[src/rtl/keypad_display_rx.sv]
// Keypad entry register with 4-digit multiplexed seven-segment display, sticky error flag and
// key-accept beeper. Digits shift in from the right; long-press clears the entry.
module keypad_display_rx #(
  parameter int unsigned SCAN_BITS   = 17,
  parameter int unsigned BEEP_CYCLES = 8192
) (
  input  logic       f4m,
  input  logic       rst_n,
  input  logic [3:0] key_code,
  input  logic       key_strb,
  input  logic       key_hold,
  output logic [6:0] seg_n,
  output logic [3:0] dig_n,
  output logic [2:0] cnt,
  output logic       err,
  output logic       beep
);

  localparam int unsigned BeepW = $clog2(BEEP_CYCLES + 1);

  logic [3:0][3:0]      digs_q, digs_d;
  logic [2:0]           cnt_q, cnt_d;
  logic                 err_q, err_d;
  logic [BeepW-1:0]     beep_cnt_q, beep_cnt_d;
  logic [SCAN_BITS-1:0] scan_q;
  logic                 accept;
  logic [1:0]           phase;
  logic [3:0]           cur;
  logic                 blank;

  always_ff @(posedge f4m or negedge rst_n) begin
    if (!rst_n) begin
      digs_q     <= '0;
      cnt_q      <= '0;
      err_q      <= 1'b0;
      beep_cnt_q <= '0;
      scan_q     <= '0;
    end else begin
      digs_q     <= digs_d;
      cnt_q      <= cnt_d;
      err_q      <= err_d;
      beep_cnt_q <= beep_cnt_d;
      scan_q     <= scan_q + SCAN_BITS'(1);
    end
  end

  // Long-press has priority over any strobe in the same cycle.
  assign accept = key_strb && !key_hold && (key_code <= 4'd9);

  always_comb begin
    digs_d     = digs_q;
    cnt_d      = cnt_q;
    err_d      = err_q;
    beep_cnt_d = beep_cnt_q;
    if (key_hold) begin
      digs_d = '0;
      cnt_d  = '0;
      err_d  = 1'b0;
    end else if (key_strb) begin
      if (accept) begin
        digs_d = {digs_q[2:0], key_code};
        if (cnt_q < 3'd4) cnt_d = cnt_q + 3'd1;
      end else begin
        err_d = 1'b1;
      end
    end
    if (accept) begin
      beep_cnt_d = BeepW'(BEEP_CYCLES);
    end else if (beep_cnt_q != '0) begin
      beep_cnt_d = beep_cnt_q - BeepW'(1);
    end
  end

  assign phase = scan_q[SCAN_BITS-1 -: 2];

  always_comb begin
    dig_n = 4'b1110;
    cur   = digs_q[0];
    unique case (phase)
      2'd0: begin dig_n = 4'b1110; cur = digs_q[0]; end
      2'd1: begin dig_n = 4'b1101; cur = digs_q[1]; end
      2'd2: begin dig_n = 4'b1011; cur = digs_q[2]; end
      2'd3: begin dig_n = 4'b0111; cur = digs_q[3]; end
      default: begin dig_n = 4'b1110; cur = digs_q[0]; end
    endcase
  end

  // Leading-zero blanking: positions at or beyond the entered count stay dark, d0 always lit.
  assign blank = (phase != 2'd0) && ({1'b0, phase} >= cnt_q);

  always_comb begin
    seg_n = 7'b1111111;
    if (!blank) begin
      unique case (cur)
        4'd0:    seg_n = 7'b1000000;
        4'd1:    seg_n = 7'b1111001;
        4'd2:    seg_n = 7'b0100100;
        4'd3:    seg_n = 7'b0110000;
        4'd4:    seg_n = 7'b0011001;
        4'd5:    seg_n = 7'b0010010;
        4'd6:    seg_n = 7'b0000010;
        4'd7:    seg_n = 7'b1111000;
        4'd8:    seg_n = 7'b0000000;
        4'd9:    seg_n = 7'b0010000;
        default: seg_n = 7'b1111111;
      endcase
    end
  end

  assign cnt  = cnt_q;
  assign err  = err_q;
  assign beep = (beep_cnt_q != '0);

endmodule

[config.mk]
export PLATFORM = sky130hd
export DESIGN_NAME = keypad_display_rx
export DESIGN_NICKNAME = d
export VERILOG_FILES = /design/src/rtl/keypad_display_rx.sv
export SDC_FILE = /design/constraint.sdc
export NUM_CORES = 1
export LEC_CHECK = 0
export CAP_MARGIN = 40
export CORE_UTILIZATION = 43
export CTS_CLUSTER_DIAMETER = 40
export DETAILED_ROUTE_END_ITERATION = 6
export PLACE_DENSITY_LB_ADDON = 0.2
export REMOVE_ABC_BUFFERS = 1
export SYNTH_ARGS = -nofsm -noshare
export SYNTH_HDL_FRONTEND = slang
export SYNTH_SLANG_ARGS = --single-unit
[constraint.sdc]
create_clock -name f4m -period 7.13 [get_ports f4m]
set_input_delay 1.0695 -clock f4m [delete_from_list [all_inputs] [get_ports f4m]]
set_output_delay 1.0695 -clock f4m [all_outputs]
set_load 0.01 [all_outputs]
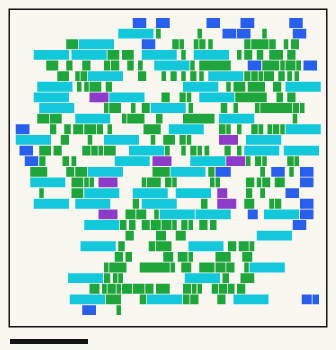
(placement by cell class)
Bar = 20 um.
flops: shown in cyan, cells 51. clock drivers and dummy loads: shown in purple, cells 8. combinational and other logic: shown in green, cells 218. other buffers and delay cells: shown in blue, cells 26.
register share of the cell area: 41.7%
post-route cell area: 3060 um^2
Util after Layout: 51.4%
core footprint: 5960 um^2
# rows: 28

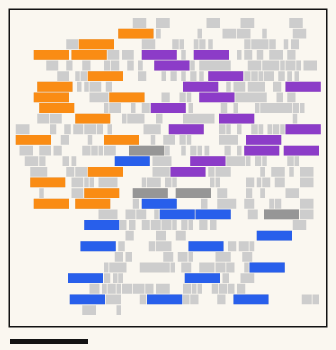
(where the registers sit)
Bar = 20 um. Other sequential cells in the stronger grey, the rest of the logic in the fainter grey.
`digs_q`: shown in purple, placed flops 16. `scan_q`: shown in orange, placed flops 17. `beep_cnt_q`: shown in blue, placed flops 14.
Another 4 sequential cells are not coloured.
flip-flop and latch area: 1280 um^2
P_seq: 0.368 mW

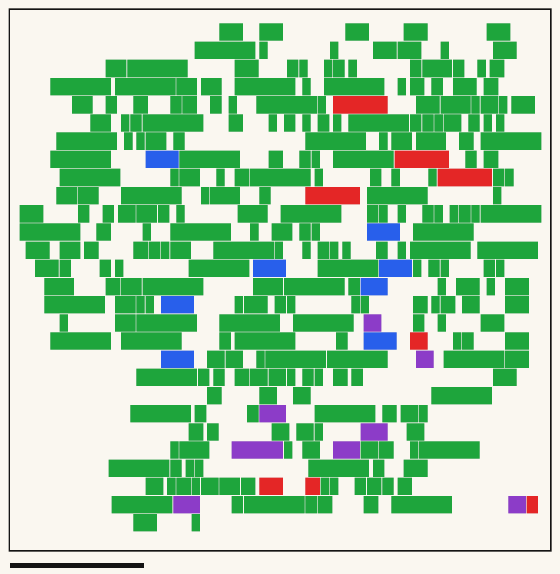
(sizing map)
Bar = 20 um.
_3 and _4 cells: shown in purple, cells 8, share 2.6%, most used or4_4. _0 and _1 cells: shown in green, cells 279, share 92%, most used dfrtp_1. _6 and larger: shown in blue, cells 8, share 2.6%, most used clkbuf_8. _2 cells: shown in red, cells 8, share 2.6%, most used mux4_2.

## final cells by class
cell class / count / area (um^2)
repair buffers: 26 / 251
fillers: 551 / 2890
well taps: 75 / 93.8
clock buffers: 7 / 96.3
multi-input cells: 205 / 1290
flip-flops and latches: 51 / 1280
inverters: 13 / 48.8
clock inverters: 1 / 7.51
## per-stage QoR
| stage | hold WS [ns] | cell area [um^2] |
|---|---|---|
| 3_3_place_gp | 0.462 | 2950 |
| 2_1_floorplan | 0.442 | 2610 |
| 6_report | 0.486 | 3060 |
| 5_1_grt | 0.495 | 3060 |
| 3_5_place_dp | 0.462 | 2960 |
| 4_1_cts | 0.484 | 3060 |
## sequential cells by signal (all words and copies together), names as in the netlist
name,cells
digs_q,16
scan_q,17
err,1
beep_cnt_q,14
cnt,3
==> impl_metrics.json <==
{
  "gp_congestion": 0.769,
  "grt_start_max_net_pins": 52,
  "setup_viol": 0,
  "min_period_ns": 3.92,
  "netlist_area_um2": 2670,
  "grt_pass1_wl_um": 8790,
  "worst_setup_path_startpoint": "beep_cnt_q[0]",
  "async_reset_ff_share_pct": 100,
  "numCtsBuffers": 5,
  "comb_power_share_pct": 25.7,
  "netSwitchingFraction_pct": 31.7,
  "number_of_global_route_vias_before_repair": 1913,
  "synthTopLogicFamily": "simple AND/OR/NAND/NOR gates",
  "crit_cells": 6,
  "antenna_cells_inserted": 0,
  "vias_per_cell": 5.34,
  "dominant_power_group": "registers",
  "power_frac_clock_pct": 24.6,
  "worst_setup_skew_after_layout_ns": 0.00191,
  "detailroute.wirelength.met2_um": 2220,
  "root_buffer": "sky130_fd_sc_hd__clkbuf_8",
  "met3_usage_pct": 3.37,
  "met3_wirelength_um": 137,
  "grt_util_all_layers_pct": 17.3,
  "post-layout-total-power_mw": 0.742,
  "yosys-top-cells-count": "sky130_fd_sc_hd__dfrtp_1, sky130_fd_sc_hd__nand2_1, sky130_fd_sc_hd__a21oi_1",
  "critical-path-slowest-cell": "sky130_fd_sc_hd__or4b_2",
  "pwr_density_cell_nw_per_um2": 242,
  "timing.critical_path.fanout_max": 14,
  "status": "finished clean",
  "most_common_cell": "sky130_fd_sc_hd__dfrtp_1",
  "antenna_found_initial": 0,
  "clock_sinks": 51,
  "finalMaxSlewViolations": 0,
  "hold_buffers": 0,
  "yosys-mux-area-fraction_pct": 4.12,
  "tool_warnings": 27,
  "whs_path_depth": 1,
  "layout.nets": 318,
  "synth.top_cell.area_share_pct": 47.8,
  "detailroute.via_count": 2017,
  "simple_share_pct": 25.0,
  "grt_util_met1_pct": 24.4,
  "ys_ff": 51,
  "die_w_um": 80.8,
  "syn_to_final_growth_pct": 14.6,
  "cts.clk_slew.worst_paths_ns": 0.09,
  "drtPass1Iterations": 4,
  "layout_setup_ws_ns": 3.21
}
No activity file was given, so power comes from the tool's default toggle rates.
